==> config.mk <==
export PLATFORM = sky130hd
export DESIGN_NAME = adc_spi_sampler_flat
export DESIGN_NICKNAME = d
export VERILOG_FILES = /design/src/rtl/adc_spi_sampler_if.sv /design/src/rtl/adc_spi_sampler.sv /design/src/flat_wrapper.sv
export SDC_FILE = /design/constraint.sdc
export NUM_CORES = 1
export LEC_CHECK = 0
export ABC_CLOCK_PERIOD_IN_PS = 2300
export CORE_MARGIN = 4
export CORE_UTILIZATION = 55
export DETAILED_ROUTE_END_ITERATION = 16
export HOLD_SLACK_MARGIN = 0.15
export PLACE_DENSITY = 0.78
export SYNTH_ARGS = -nofsm -noshare
export SYNTH_HDL_FRONTEND = slang
export SYNTH_SLANG_ARGS = --single-unit
==> constraint.sdc <==
create_clock -name clk -period 2.3 [get_ports clk]
set_input_delay 0.46 -clock clk [delete_from_list [all_inputs] [get_ports clk]]
set_output_delay 0.46 -clock clk [all_outputs]
set_load 0.1 [all_outputs]
run_1/wire_density.png
13 x 13 tiles, from white (low) to dark blue (high), scaled to the fullest tile. Values are wire area over tile area, all layers added.
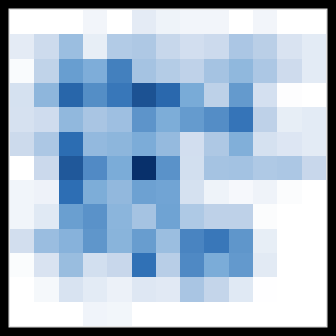
emptiest ninth of the die: bottom right
tiles over half the peak: 18%
fullest tile: 0.44
mean over tiles: 0.12
routed len/inst: 11.7 um
wirelength, routed: 3.42 mm

run_1/final_congestion.png
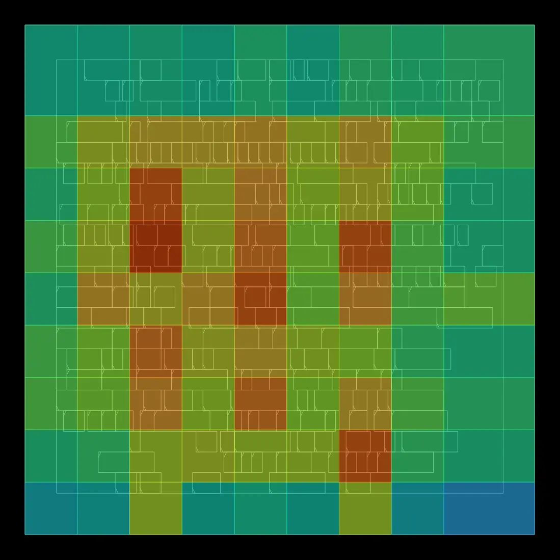
GR peak layer: met2
overall routing resource usage: 0.176
fin util: 0.656

run_1/met1.png
Scale bar: 20 um. Cells faint in the background.
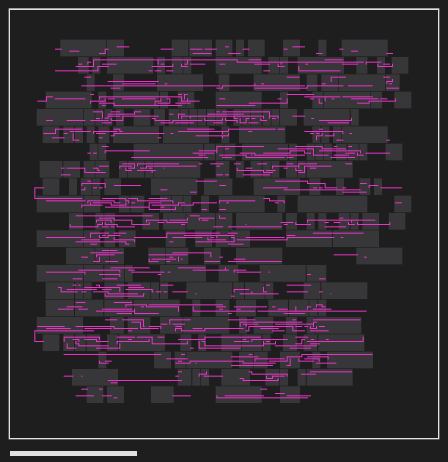
nets with wire on the layer: 231
wire length on this layer: 1650 um
share of all routed wire: 48%
GR met1 Demand/Resource: 0.219
Vias: 1563

==> run summary, run 1 <==
run metrics: run status=finished clean, Worst Path Required=2.57 ns, clk tree area frac=0.0476, Slew @ Worst Pin=0.512 ns, Overall Power=1560 uW, GRT overflow=0, Reg2Reg Setup Slack=0.43 ns, initial antenna violation count=0, crit path buf inv count=0, CTS tree=done, yosys stat chip area=1920 um2, CTS clk-pin slew, worst paths=0.13 ns, CP Launch Type=flop, post-detail-place hpwl=2.35 mm, Post-synth seq share=0.489, nets=256, RSZ-0062 raised after global routing=false, count leader, synth=nand2_1, # diodes=0, worst hold path type=reg2reg, area share of the largest cell type after synthesis=0.489, CP arrival=2.14 ns, H-tree levels=2, Worst R2R Path Depth=5, area occupied by registers=941 um2, Via-to-Cell Ratio=5.37, bufs w/o clock=22, crit path max-delay cell type=dfxtp_1, largest class=registers, core area=3360 um2, yosys cell count=226, tool warnings=30, area leader, netlist=dfxtp_1, post-CTS setup buffer count=0, Max-slew headroom=0.659, Fin Setup TNS=0 ns, Synth Instances=226, top cells by count=nand2_1, dfxtp_1, a21oi_1, width of the die=67.2 um, Detailed Routing Iterations Pass 1=4, post_cts resized=0, largest fanout on the critical path=11, Die Ht=67.2 um, Critical Path Sink Type=flop, combinational share of cell area=0.412, number of enable flip-flop cells=0, Final Skew=0.00524 ns, Late-Pin Clk Latency=0.36 ns, worst hold path depth=2
[run 1: layer usage]
metal	vias up	GRT usage	wire [um]
met5	-	0	0
met4	0	0.0759	61
met3	6	0.0599	160
met2	25	0.279	1550
met1	728	0.219	1650
li1	804	-	-
[run 1: kinds of logic after synthesis]
group | after synthesis | share of synthesized area
AND-OR/OR-AND | 47 | 0.149
flip-flops | 47 | 0.489
multiplexers | 1 | 0.00520
AND/OR/NAND/NOR | 98 | 0.230
adder cells (fa/ha/maj) | 8 | 0.0520
XOR/XNOR | 8 | 0.0364
buffers and inverters | 17 | 0.0390
[run 1: per-stage QoR]
stage	cells	cell area (um2)	utilization	hold WS (ns)	setup slack [ns]
global placement	283	2100	0.625	0.441	0.454
floorplan	226	1920	-	0.432	0.249
global route	291	2210	0.656	0.481	0.257
CTS	291	2210	0.656	0.466	0.424
finish	291	2210	0.656	0.464	0.431
detailed placement	283	2100	0.625	0.448	0.398
[run 1: report_power, final]
group	leakage, uW	internal (uW)	total (uW)	switching [uW]
sequential	0.000379	822	830	7.75
clock	0.0000514	338	601	263
combinational	0.000401	47.3	126	78.8
total	0.000831	1210	1560	350
[run 1: cell usage in the layout, fill, tap and decap left out, drive strengths merged, types with 2 or more instances in the layout]
master / n
nand3b: 2
a32o: 3
nand2b: 2
xnor2: 2
a31oi: 2
a21oi: 28
nor2: 16
nor2b: 2
nand3: 6
nand2: 53
dfxtp: 47
clkbuf: 5
buf: 19
ha: 8
bufinv: 2
or2: 2
nor3: 2
o21a: 2
a311oi: 3
and4: 2
o21ai: 5
inv: 5
a21o: 2
clkdlybuf4s50: 3
nand4: 4
and3: 6
xor2: 6
run_1/zoom.png
Scale bar: 5 um. Window x 40 to 60, y 40 to 60 um. Cells in grey, sequential cells in the stronger grey; small squares are vias.
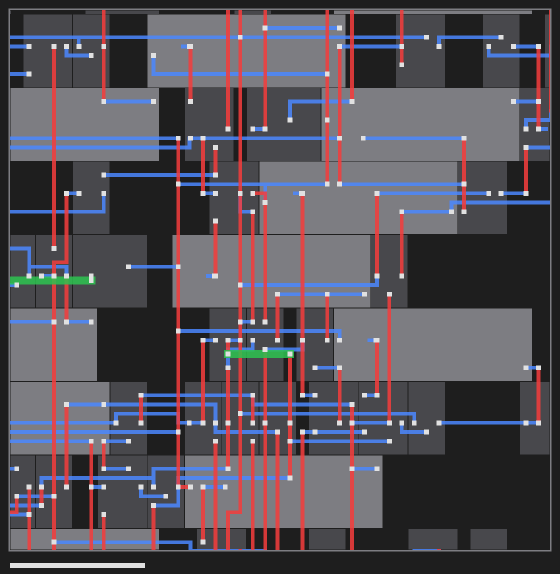

==> inputs of run 2 (changes only) <==
--- a/config.mk
+++ b/config.mk
@@ -5,7 +5,7 @@
 export SDC_FILE = /design/constraint.sdc
 export NUM_CORES = 1
 export LEC_CHECK = 0
-export ABC_CLOCK_PERIOD_IN_PS = 2300
+export ABC_CLOCK_PERIOD_IN_PS = 1800
 export CORE_MARGIN = 4
 export CORE_UTILIZATION = 55
 export DETAILED_ROUTE_END_ITERATION = 16
==> constraint.sdc (replaced) <==
create_clock -name clk -period 1.8 [get_ports clk]
set_input_delay 0.36 -clock clk [delete_from_list [all_inputs] [get_ports clk]]
set_output_delay 0.36 -clock clk [all_outputs]
set_load 0.1 [all_outputs]
run_2/zoom.png
Scale bar: 5 um. Window x 40 to 60, y 40 to 60 um. Cells in grey, sequential cells in the stronger grey; small squares are vias.
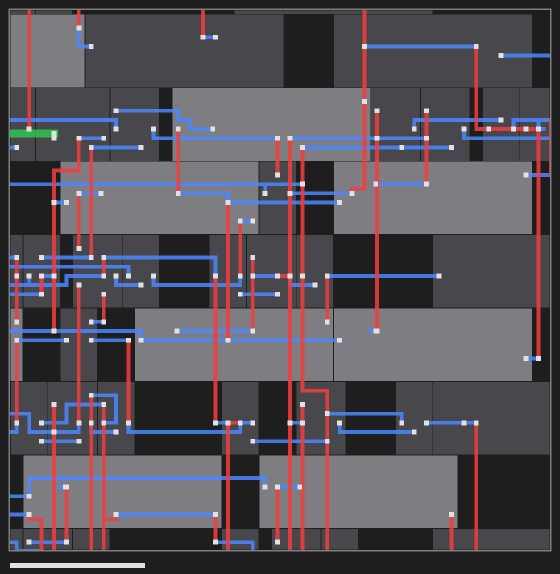
[blue] met1
[red] met2
[green] met3
sequential cells in the window: 7
cells with their middle in the window: 31
most frequent: nand2_1 (11), a21oi_1 (8), dfxtp_1 (7)

==> run summary, run 2 <==
run metrics: H-tree levels=2, CP Launch Type=flop, CP arrival=1.91 ns, Detailed Routing Iterations Pass 1=4, Vias=1549, Final Skew=0.0133 ns, area leader, netlist=dfxtp_1, Reg2Reg Setup Slack=0.16 ns, Worst Path Required=2.07 ns, number of enable flip-flop cells=0, most frequent logic cell in the layout=nand2_1, top cells by count=nand2_1, dfxtp_1, a21oi_1, Max-slew headroom=0.747, Achievable Freq=611 MHz, CP peak stage delay=0.36 ns, worst hold path type=reg2reg, nets=258, Critical Path Sink Type=flop, overall routing resource usage=0.185, layout cells sized above 1=0.146, post-detail-place hpwl=2.46 mm, CTS tree=done, # diodes=0, count leader, synth=nand2_1, yosys cell count=226, Via-to-Cell Ratio=5.29, FP Rows=21, max cap viols=0, post-CTS setup buffer count=0, Slew @ Worst Pin=0.378 ns, run status=finished clean, crit path max-delay cell type=dfxtp_1, Die Ht=67.2 um, CTS clk-pin slew, worst paths=0.13 ns, initial antenna violation count=0, Late-Pin Clk Latency=0.37 ns, Fin. Hold Viols=0, Post-synth seq share=0.489, post_cts resized=0, Top Layout Cells=nand2_1, dfxtp_1, a21oi_1, Finished Layout Cells=293, worst hold path depth=2, GRT overflow=0, Overall Power=1880 uW, Worst R2R Path Depth=5, core area=3360 um2, placed cells=285, largest fanout on the critical path=11, yosys warning tally=0, tool warnings=30
## run 2: netlist changes by cell type in the layout (fill, tap and decap cells not counted), sizes merged
cell and change:
clkinv +1, clkinvlp -1, bufinv -1, buf +2, clkbuf +1
## run 2: metal layers
layer	global-route usage	wire length, um	vias to the layer above
met2	0.267	1630	22
li1	-	-	807
met1	0.255	1730	712
met5	0	0	-
met3	0.0549	128	8
met4	0.0810	67	0
## run 2: where the power goes
| part | total, uW | switching, uW | internal [uW] |
|---|---|---|---|
| sequential | 1060 | 8.85 | 1050 |
| clock | 656 | 327 | 328 |
| combinational | 166 | 102 | 64.3 |
| total | 1880 | 438 | 1440 |
## run 2: worst register-to-register path: stages, from the launching register on
cell	delay (ns)
dfxtp_1	0.36
ha_1	0.20
and4_1	0.23
a41o_2	0.36
and3_1	0.19
a31o_1	0.21
## run 2: cells by family after synthesis
logic type / count (synthesis) / share of synthesized area
AOI/OAI and AO/OA: 47 / 0.149
adders and majority gates: 8 / 0.0520
buffers and inverters: 17 / 0.0390
DFF: 47 / 0.489
and+or+nand+nor: 98 / 0.230
muxes: 1 / 0.00520
xor gates and xnor gates: 8 / 0.0364
## run 2: cell type report
class / instances / area [um2]
clock buffers: 6 / 51.3
clock inverters: 2 / 35.0
fillers: 273 / 955
inverters: 6 / 22.5
multi-input cells: 162 / 912
flip-flops and latches: 47 / 942
well taps: 46 / 57.6
repair buffers: 24 / 388
## run 2: metrics by stage
step	worst slack (ns)	hold WS [ns]	cell area, um2	utilization
detailed placement	0.0150	0.449	2320	0.689
finish	0.162	0.465	2410	0.716
CTS	0.0398	0.467	2400	0.715
floorplan	0.128	0.432	1930	-
global route	0.00749	0.489	2410	0.716
global placement	0.0528	0.441	2320	0.689
No activity file was given, so power comes from the tool's default toggle rates.
